$ cat src/rtl/ym_write_scheduler.sv
// Round-robin arbiter and write sequencer for the YM2151 register port.
// Ports: sys_clk/sys_rst, req0_*/req1_* handshakes, ym_* bus, idle, timeout_err.
module ym_write_scheduler #(
  parameter int WR_PULSE     = 4,
  parameter int PHASE_GAP    = 2,
  parameter int BUSY_HOLDOFF = 2,
  parameter int BUSY_TIMEOUT = 2048
) (
  input  logic       sys_clk,
  input  logic       sys_rst,
  input  logic       req0_valid,
  input  logic [7:0] req0_reg,
  input  logic [7:0] req0_data,
  output logic       req0_ready,
  input  logic       req1_valid,
  input  logic [7:0] req1_reg,
  input  logic [7:0] req1_data,
  output logic       req1_ready,
  output logic       ym_cs_n,
  output logic       ym_wr_n,
  output logic       ym_a0,
  output logic [7:0] ym_d,
  input  logic       ym_busy,
  output logic       idle,
  output logic       timeout_err
);

  localparam int M01 = (WR_PULSE > PHASE_GAP) ? WR_PULSE : PHASE_GAP;
  localparam int M23 = (BUSY_HOLDOFF > BUSY_TIMEOUT) ?
                       BUSY_HOLDOFF : BUSY_TIMEOUT;
  localparam int MAXP = (M01 > M23) ? M01 : M23;
  localparam int CW = $clog2(MAXP) + 1;

  localparam logic [CW-1:0] WR_LAST   = CW'(WR_PULSE - 1);
  localparam logic [CW-1:0] GAP_LAST  = CW'(PHASE_GAP - 1);
  localparam logic [CW-1:0] HOLD_LAST = CW'(BUSY_HOLDOFF - 1);
  localparam logic [CW-1:0] TO_LAST   = CW'(BUSY_TIMEOUT - 1);

  localparam logic [2:0] S_IDLE = 3'd0;
  localparam logic [2:0] S_ADDR = 3'd1;
  localparam logic [2:0] S_GAP  = 3'd2;
  localparam logic [2:0] S_DATA = 3'd3;
  localparam logic [2:0] S_HOLD = 3'd4;
  localparam logic [2:0] S_BUSY = 3'd5;

  logic [2:0]    state_q, state_d;
  logic [CW-1:0] cnt_q, cnt_d;
  logic          last_q, last_d;
  logic [7:0]    reg_q, reg_d;
  logic [7:0]    dat_q, dat_d;
  logic [7:0]    d_q, d_d;
  logic          err_q, err_d;
  logic          grant0, grant1;
  logic          strobe;

  // On a tie the requester that was not served last wins.
  assign grant0 = req0_valid && (!req1_valid || last_q);
  assign grant1 = req1_valid && (!req0_valid || !last_q);

  assign req0_ready = !sys_rst && (state_q == S_IDLE) && grant0;
  assign req1_ready = !sys_rst && (state_q == S_IDLE) && grant1;

  assign strobe      = (state_q == S_ADDR) || (state_q == S_DATA);
  assign ym_cs_n     = !strobe;
  assign ym_wr_n     = !strobe;
  assign ym_a0       = (state_q == S_DATA);
  assign ym_d        = d_q;
  assign idle        = (state_q == S_IDLE);
  assign timeout_err = err_q;

  always_comb begin
    state_d = state_q;
    cnt_d   = cnt_q;
    last_d  = last_q;
    reg_d   = reg_q;
    dat_d   = dat_q;
    d_d     = d_q;
    err_d   = 1'b0;
    case (state_q)
      S_IDLE: begin
        if (req0_ready || req1_ready) begin
          state_d = S_ADDR;
          cnt_d   = '0;
          last_d  = req1_ready;
          reg_d   = req1_ready ? req1_reg : req0_reg;
          dat_d   = req1_ready ? req1_data : req0_data;
          d_d     = reg_d;
        end
      end
      S_ADDR: begin
        if (cnt_q == WR_LAST) begin
          state_d = S_GAP;
          cnt_d   = '0;
        end else begin
          cnt_d = cnt_q + 1'b1;
        end
      end
      S_GAP: begin
        if (cnt_q == GAP_LAST) begin
          state_d = S_DATA;
          cnt_d   = '0;
          d_d     = dat_q;
        end else begin
          cnt_d = cnt_q + 1'b1;
        end
      end
      S_DATA: begin
        if (cnt_q == WR_LAST) begin
          state_d = (BUSY_HOLDOFF == 0) ? S_BUSY : S_HOLD;
          cnt_d   = '0;
        end else begin
          cnt_d = cnt_q + 1'b1;
        end
      end
      S_HOLD: begin
        if (cnt_q == HOLD_LAST) begin
          state_d = S_BUSY;
          cnt_d   = '0;
        end else begin
          cnt_d = cnt_q + 1'b1;
        end
      end
      S_BUSY: begin
        if (!ym_busy) begin
          state_d = S_IDLE;
        end else if (cnt_q == TO_LAST) begin
          state_d = S_IDLE;
          err_d   = 1'b1;
        end else if (cnt_q != {CW{1'b1}}) begin
          cnt_d = cnt_q + 1'b1;
        end
      end
      default: begin
        state_d = S_IDLE;
        cnt_d   = '0;
      end
    endcase
  end

  always_ff @(posedge sys_clk) begin
    if (sys_rst) begin
      state_q <= S_IDLE;
      cnt_q   <= '0;
      last_q  <= 1'b1;
      reg_q   <= '0;
      dat_q   <= '0;
      d_q     <= '0;
      err_q   <= 1'b0;
    end else begin
      state_q <= state_d;
      cnt_q   <= cnt_d;
      last_q  <= last_d;
      reg_q   <= reg_d;
      dat_q   <= dat_d;
      d_q     <= d_d;
      err_q   <= err_d;
    end
  end

endmodule
$ cat config.mk
export PLATFORM = sky130hd
export DESIGN_NAME = ym_write_scheduler
export DESIGN_NICKNAME = d
export VERILOG_FILES = /design/src/rtl/ym_write_scheduler.sv
export SDC_FILE = /design/constraint.sdc
export NUM_CORES = 1
export LEC_CHECK = 0
export CAP_MARGIN = 20
export CORE_MARGIN = 4
export CORE_UTILIZATION = 45
export CTS_CLUSTER_DIAMETER = 80
export DETAILED_ROUTE_END_ITERATION = 16
export GPL_TIMING_DRIVEN = 0
export PLACE_DENSITY = 0.77
export SYNTH_ARGS = -nofsm -noshare
export SYNTH_HDL_FRONTEND = slang
export SYNTH_SLANG_ARGS = --single-unit
$ cat constraint.sdc
create_clock -name sys_clk -period 2.2 [get_ports sys_clk]
set_clock_uncertainty 0.2 [all_clocks]
set_input_delay 0.33 -clock sys_clk [delete_from_list [all_inputs] [get_ports sys_clk]]
set_output_delay 0.33 -clock sys_clk [all_outputs]
set_load 0.02 [all_outputs]
==> out/qor.yml <==
cp.depth: 7
final_util_pct: 70.12
grt_max_degree: 11
power_uw: 1566
pre_cts_ws_ps: -988.7
use_met2_pct: 32.54
synthTopCellsByArea: "dfxtp_1 (37%), nand2_1 (5.9%), a22o_1 (5.4%)"
rows: 22
cts.sinks: 33
pwr-share-comb_pct: 20.6
hold_class: "flop to flop"
startpoint_type: "input pin"
avgRoutedWirePerCell_um: 16.14
vdd_ir_drop_max_v: 0.0004365
p_comb_uw: 322
dieWidth_um: 70.84
gp_congestion: 0.9202
hold_end: "dat_q[1]"
fillers: 310
outcome: "finished, final reports clean"
max_freq_mhz: 464.1
diodes: 0
p_seq_share_pct: 41.6
intPower_uw: 1168
finalHoldViolCount: 0
top_cell_area_share_pct: 37.18
setup-violations-final: 0
coreArea_um2: 3744
cp_slowest_cell: "clkdlybuf4s50_1"
tns_ps: 0
met3_usage_pct: 4.403
die_y_um: 70.84
seq_area_share_pct: 25.69
crit_path_end_kind: "flop"
antenna_left: 0
min-delay-start: "dat_q[1]"
r2r_setup_slack_ps: 60
power_sequential_uw: 651
grt_pass1_wl_um: 8314
p_sw_share_pct: 25.43
placed_cells: 312
placed_area_um2: 2347
fin_crit_sh_pct: 97.94
synthTopCellsByCount: "dfxtp_1 (33), nand2_1 (28), nor2_1 (25)"
viasPerCell: 5.837
hold_buffers: 0
synth_area_per_cell_um2: 8.341
clk-power_uw: 592
clockBufferDepth: 2
cp-startpoint: "req0_valid"
synth_stat.cells: 213
fin_hold_ws_ps: 269.6
grt_pass1_vias: 1706
p_leak_uw: 0.0009875
r2r_end: "state_q[2]"
cts_resized: 30
ff_type: "dfxtp_1"
crit_arrival_ps: 2170
worst_slew_pin_slew_ps: 493.6
clkSlewWorstSetupHoldPaths_ps: 70
max_stage_delay_ps: 520
track_usage_pct: 20.41
largest_area_cell: "dfxtp_1"
cp_max_fo: 9
cts_max_level: 2
critPathTopFamily: "simple AND/OR/NAND/NOR gates"
buffers_excl_clock: 69
cells by family (layout without fill, tap and decap cells):
family / count (synthesis) / after routing / synth area share, %
flops: 33 / 33 / 37.18
xor+xnor: 6 / 6 / 2.958
simple gates: 98 / 98 / 29.08
compound gates: 54 / 54 / 24.02
buf+inv: 19 / 83 / 4.788
fa+ha+maj: 3 / 3 / 1.972
registers in the layout, summed over array words and instances, names as in the netlist:
signal / flops
ym_d: 8
dat_q: 8
last_q: 1
state_q: 3
timeout_err: 1
cnt_q: 12
layer usage:
metal | wire length, um | vias up
met5 | 0 | -
met4 | 90 | 0
met3 | 269 | 11
met2 | 2475 | 79
met1 | 2412 | 876
li1 | - | 931
Routed metal per tile:
14 x 14 tiles, from black (low) to pale yellow (high), scaled to the fullest tile. Values are wire area over tile area, all layers added.
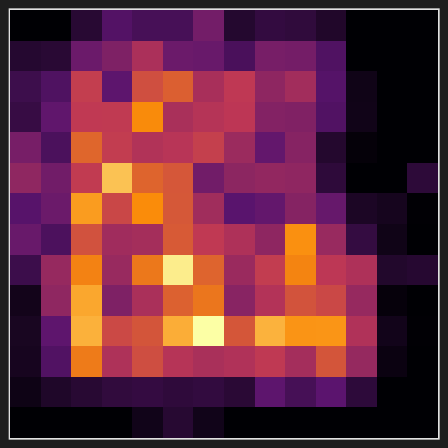
fullest tile = 0.54
tiles over half the peak = 24%
nearly empty tiles = 18%

Met1 routing:
Supply wires on this layer in gray.
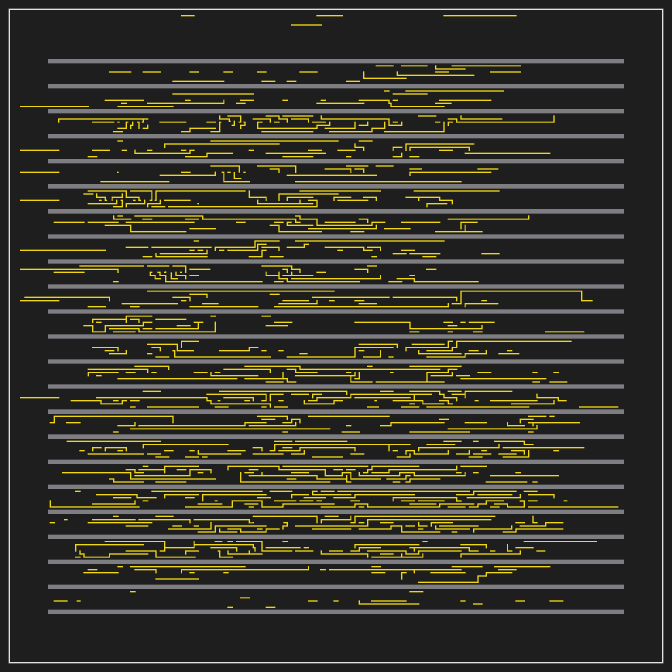
wire length on this layer = 2410 um
share of all routed wire = 46%
longest straight run = 21.6 um
main direction = horizontal
nets with wire on the layer = 291
met1 Usage GRT: 27.69%
via count: 1897
Routed WL: 5247 um

Power and IR drop assume default switching activity.
